### Signal wires by layer

Scale: 3 px per µm. Only two layers are drawn.
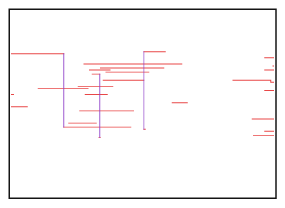
### I/O pins on the die edge

Scale: 4 px per µm. Pins as bars across the die edge, other pins in grey.
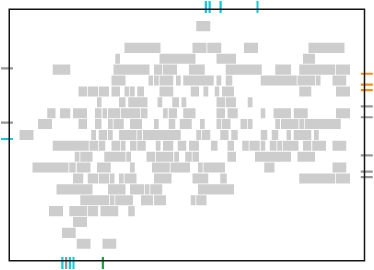
### Clock distribution

Scale: 6 px per µm.
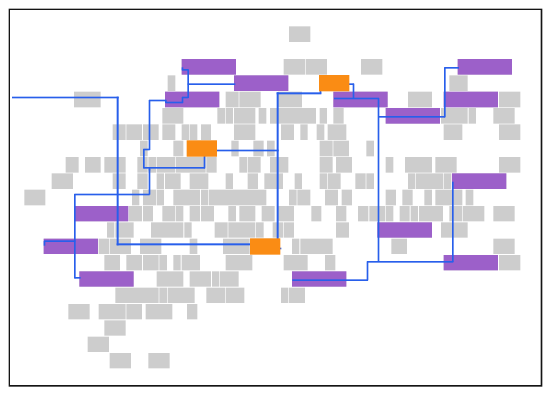
### Logic cells by family

Scale: 4 px per µm.
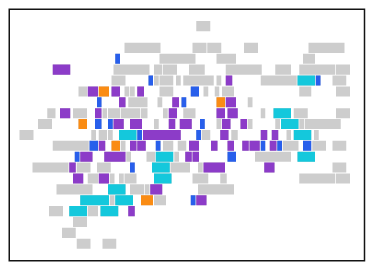
### Clock routing

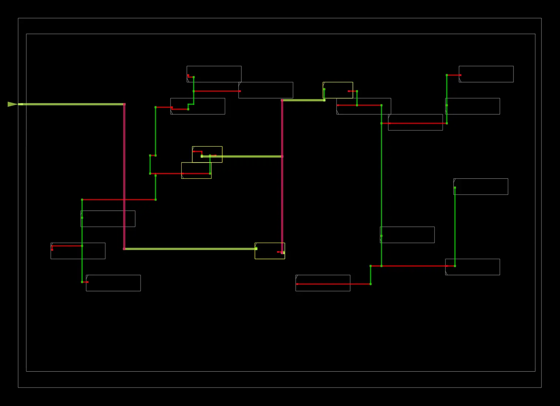
[config.mk]
export PLATFORM = sky130hd
export DESIGN_NAME = vend_credit_counter_flat
export DESIGN_NICKNAME = d
export VERILOG_FILES = /design/src/rtl/vend_credit_counter_if.sv /design/src/rtl/vend_credit_counter.sv /design/src/flat_wrapper.sv
export SDC_FILE = /design/constraint.sdc
export NUM_CORES = 1
export LEC_CHECK = 0
export CAP_MARGIN = 20
export CORE_ASPECT_RATIO = 0.7
export CORE_UTILIZATION = 27
export CTS_BUF_LIST = sky130_fd_sc_hd__clkbuf_8
export CTS_CLUSTER_DIAMETER = 100
export CTS_CLUSTER_SIZE = 12
export DETAILED_ROUTE_END_ITERATION = 8
export GPL_TIMING_DRIVEN = 0
export RECOVER_POWER = 100
export SLEW_MARGIN = 20
export SYNTH_ARGS = -nofsm -noshare
export SYNTH_HDL_FRONTEND = slang
export SYNTH_SLANG_ARGS = --single-unit
[constraint.sdc]
create_clock -name clk -period 6.6 [get_ports clk]
set_input_delay 0.66 -clock clk [delete_from_list [all_inputs] [get_ports clk]]
set_output_delay 0.66 -clock clk [all_outputs]
set_load 0.05 [all_outputs]
[src/rtl/vend_credit_counter_if.sv]
// Vending credit counter bus: coin/cancel inputs and
// credit/vend/change status outputs.
interface vend_credit_counter_if #(
  parameter int WIDTH = 8,
  parameter int CNT_W = 3
);
  logic             coin_a;
  logic             coin_b;
  logic             cancel;
  logic [WIDTH-1:0] credit;
  logic             vend;
  logic             change_pulse;
  logic             coin_reject;
  logic             busy;
  logic [CNT_W-1:0] vend_count;

  modport master (
    output coin_a, coin_b, cancel,
    input  credit, vend, change_pulse,
    input  coin_reject, busy, vend_count
  );

  modport slave (
    input  coin_a, coin_b, cancel,
    output credit, vend, change_pulse,
    output coin_reject, busy, vend_count
  );
endinterface

[src/rtl/vend_credit_counter.sv]
// Credit accumulator and vend/refund controller
// for the vending machine.
module vend_credit_counter #(
  parameter int WIDTH       = 8,
  parameter int PRICE       = 15,
  parameter int COIN_A      = 5,
  parameter int COIN_B      = 10,
  parameter int CHANGE_UNIT = 5,
  parameter int CNT_W       = 3
) (
  input  logic clk,
  input  logic rst,
  vend_credit_counter_if.slave bus
);
  typedef enum logic [1:0] {
    COLLECT,
    VEND,
    REFUND
  } state_t;

  localparam int SW = WIDTH + 2;
  localparam logic [SW-1:0] MAXC =
    {2'b00, {WIDTH{1'b1}}};
  localparam logic [SW-1:0] CA = SW'(COIN_A);
  localparam logic [SW-1:0] CB = SW'(COIN_B);
  localparam logic [WIDTH-1:0] PR = WIDTH'(PRICE);
  localparam logic [WIDTH-1:0] CU =
    WIDTH'(CHANGE_UNIT);

  state_t           state;
  state_t           state_nx;
  logic [WIDTH-1:0] credit_q;
  logic [WIDTH-1:0] credit_nx;
  logic [CNT_W-1:0] vcnt_q;
  logic [CNT_W-1:0] vcnt_nx;
  logic             rej_q;
  logic             rej_nx;
  logic             coin;
  logic [SW-1:0]    sum;

  // State, credit, vend counter and reject flag
  always_ff @(posedge clk or negedge rst) begin
    if (!rst) begin
      state    <= COLLECT;
      credit_q <= '0;
      vcnt_q   <= '0;
      rej_q    <= 1'b0;
    end else begin
      state    <= state_nx;
      credit_q <= credit_nx;
      vcnt_q   <= vcnt_nx;
      rej_q    <= rej_nx;
    end
  end

  // Next-state, credit update and coin refusal
  always_comb begin
    state_nx  = state;
    credit_nx = credit_q;
    vcnt_nx   = vcnt_q;
    rej_nx    = 1'b0;
    coin      = bus.coin_a | bus.coin_b;
    sum       = {2'b00, credit_q}
              + (bus.coin_a ? CA : '0)
              + (bus.coin_b ? CB : '0);
    unique case (state)
      COLLECT: begin
        if (bus.cancel) begin
          rej_nx = coin;
          if (credit_q != '0) state_nx = REFUND;
        end else begin
          if (sum > MAXC) rej_nx = coin;
          else credit_nx = sum[WIDTH-1:0];
          if (credit_q >= PR) state_nx = VEND;
        end
      end
      VEND: begin
        rej_nx    = coin;
        credit_nx = credit_q - PR;
        vcnt_nx   = vcnt_q + CNT_W'(1);
        state_nx  = (credit_q > PR) ? REFUND : COLLECT;
      end
      REFUND: begin
        rej_nx = coin;
        if (credit_q >= CU) begin
          credit_nx = credit_q - CU;
          if (credit_q == CU) state_nx = COLLECT;
        end else begin
          credit_nx = '0;
          state_nx  = COLLECT;
        end
      end
      default: state_nx = COLLECT;
    endcase
  end

  assign bus.credit       = credit_q;
  assign bus.vend         = (state == VEND);
  assign bus.change_pulse = (state == REFUND)
                          && (credit_q >= CU);
  assign bus.busy         = (state != COLLECT);
  assign bus.coin_reject  = rej_q;
  assign bus.vend_count   = vcnt_q;
endmodule
[src/flat_wrapper.sv]
// flat-port wrapper written by rule: the top's interface ports become plain ports
module vend_credit_counter_flat 
#(
  parameter int WIDTH       = 8,
  parameter int PRICE       = 15,
  parameter int COIN_A      = 5,
  parameter int COIN_B      = 10,
  parameter int CHANGE_UNIT = 5,
  parameter int CNT_W       = 3
)
  (clk, rst, bus_coin_a, bus_coin_b, bus_cancel, bus_credit, bus_vend, bus_change_pulse, bus_coin_reject, bus_busy, bus_vend_count);
  vend_credit_counter_if #(.WIDTH(WIDTH), .CNT_W(CNT_W)) bus_i ();
  input  logic clk;
  input  logic rst;
  input wire logic [$bits(bus_i.coin_a)-1:0] bus_coin_a;
  input wire logic [$bits(bus_i.coin_b)-1:0] bus_coin_b;
  input wire logic [$bits(bus_i.cancel)-1:0] bus_cancel;
  output wire logic [$bits(bus_i.credit)-1:0] bus_credit;
  output wire logic [$bits(bus_i.vend)-1:0] bus_vend;
  output wire logic [$bits(bus_i.change_pulse)-1:0] bus_change_pulse;
  output wire logic [$bits(bus_i.coin_reject)-1:0] bus_coin_reject;
  output wire logic [$bits(bus_i.busy)-1:0] bus_busy;
  output wire logic [$bits(bus_i.vend_count)-1:0] bus_vend_count;
  assign bus_i.coin_a = bus_coin_a;
  assign bus_i.coin_b = bus_coin_b;
  assign bus_i.cancel = bus_cancel;
  assign bus_credit = bus_i.credit;
  assign bus_vend = bus_i.vend;
  assign bus_change_pulse = bus_i.change_pulse;
  assign bus_coin_reject = bus_i.coin_reject;
  assign bus_busy = bus_i.busy;
  assign bus_vend_count = bus_i.vend_count;
  vend_credit_counter #(.WIDTH(WIDTH), .PRICE(PRICE), .COIN_A(COIN_A), .COIN_B(COIN_B), .CHANGE_UNIT(CHANGE_UNIT), .CNT_W(CNT_W)) u_core (.clk(clk), .rst(rst), .bus(bus_i));
endmodule
==> run notes <==
flow finished, numbers: fp_density=0.287, Clock Tree Root=clkbuf_8, Max Slew Vio Count=0, setup bufs post-CTS=0, Final Cycle Share=0.541, vias per cell=5.21, post-detail-place hpwl=2910 µm, RSZ-0062 raised after global routing=false, met2 wire length=1440 µm, ANT cells=0, Hold WS=466 ps, endpoints failing setup=0, outcome=finished, final reports clean, sequential share of cell area=0.205, largest net degree at the start of global routing=15, grt total ovfl=0, global placement routability congestion=0.833, Hold Vio Cnt, Final=0, fill cell count=528, startpoint class of the critical path=input pin, GR Util met3=0.0343, Rel. slew slack=0.401, Resized cells post-CTS=0, Worst R2R Setup Slack=3490 ps, top cells by area=dfrtp_1 (25%), ha_1 (12%), nand2_1 (4.0%), worst path setup slack after routing=3030 ps, Nets=203, Setup crit start=bus_coin_a, Max Cap Violations=0, Comb gate area=955 µm², Worst-Margin Slew=891 ps, dpl cells=248, launch point of the worst reg-to-reg path=u_core.bus.credit[0], Hold Crit Depth=1, initial antenna violation count=0, R2R cell count=7, Worst Setup EP=u_core.bus.credit[5], Synth Cell Area=1410 µm², grt peak-use layer=met1, metal3 WL=252 µm, Clock-cell share=0.0321, Remaining DRCs=0, Crit Path Class=input pin to register, Crit. End Element=register, CP max FO=10
Notes on 'Signal wires by layer' above:
M4: in purple, wire length 71.4 µm. M3: in red, wire length 252 µm.
Avg WL per Cell: 15.0 µm
gr usage total: 0.152
Post-Route WL: 3790 µm
vias: 1312

Notes on 'I/O pins on the die edge' above:
bus_vend_count: in orange, pins 3, direction output, edge right. bus_credit: in cyan, pins 8, direction output, edge 4 top, 3 bottom, 1 left. bus_coin_b: in green, pins 1, direction input, edge bottom.
All pins by edge: 8 right, 5 bottom, 4 top, 3 left.
die height: 62.5 µm
Die X: 88.5 µm
IO Port Bufs: 19

Notes on 'Clock distribution' above:
clock wires: in blue, length 304 µm. flip-flops: in purple, count 14. clock-net drivers: in orange, count 3.
There are 4 routed clock nets.
clk ins delay skew pair: 260 ps
Clock Skews: 1.45 ps

Notes on 'Logic cells by family' above:
fa/ha/maj cells: in cyan, cells 14, most used ha_1. and/or cells: in orange, cells 5, most used and2_1. aoi and oai cells: in purple, cells 44, most used a21oi_1. nand cells: in blue, cells 20, most used nand2_1.
Comb/total area: 0.557
most common logic cell in the routed design: dlygate4sd3_1
Cell Count, Final, Fillers Out: 252

Notes on 'Clock routing' above:
CLK BUF: 4
clock sink count: 14
flop count: 14
CTS Buf Count: 3

## flip-flops by register name, summed over array words and instances (netlist names)
register                count
u_core.bus.coin_reject      1
u_core.state                2
u_core.bus.credit           8
u_core.bus.vend_count       3
## logic make-up (layout without fill, tap and decap cells)
| family | count (synthesis) | count (layout) | synth area share |
|---|---|---|---|
| AOI/OAI and AO/OA | 55 | 55 | 0.318 |
| and+or+nand+nor | 48 | 48 | 0.174 |
| buffers and inverters | 18 | 41 | 0.0549 |
| adders and majority gates | 14 | 14 | 0.129 |
| DFF | 14 | 14 | 0.248 |
| muxes | 6 | 6 | 0.0452 |
| xor gates and xnor gates | 5 | 5 | 0.0310 |
## critical path: stages
cell           delay, ps
dlygate4sd3_1        580
ha_1                 220
fa_1                 420
a311oi_1             710
o31ai_1              360
clkbuf_1             330
a22oi_1              290
o211ai_2             110
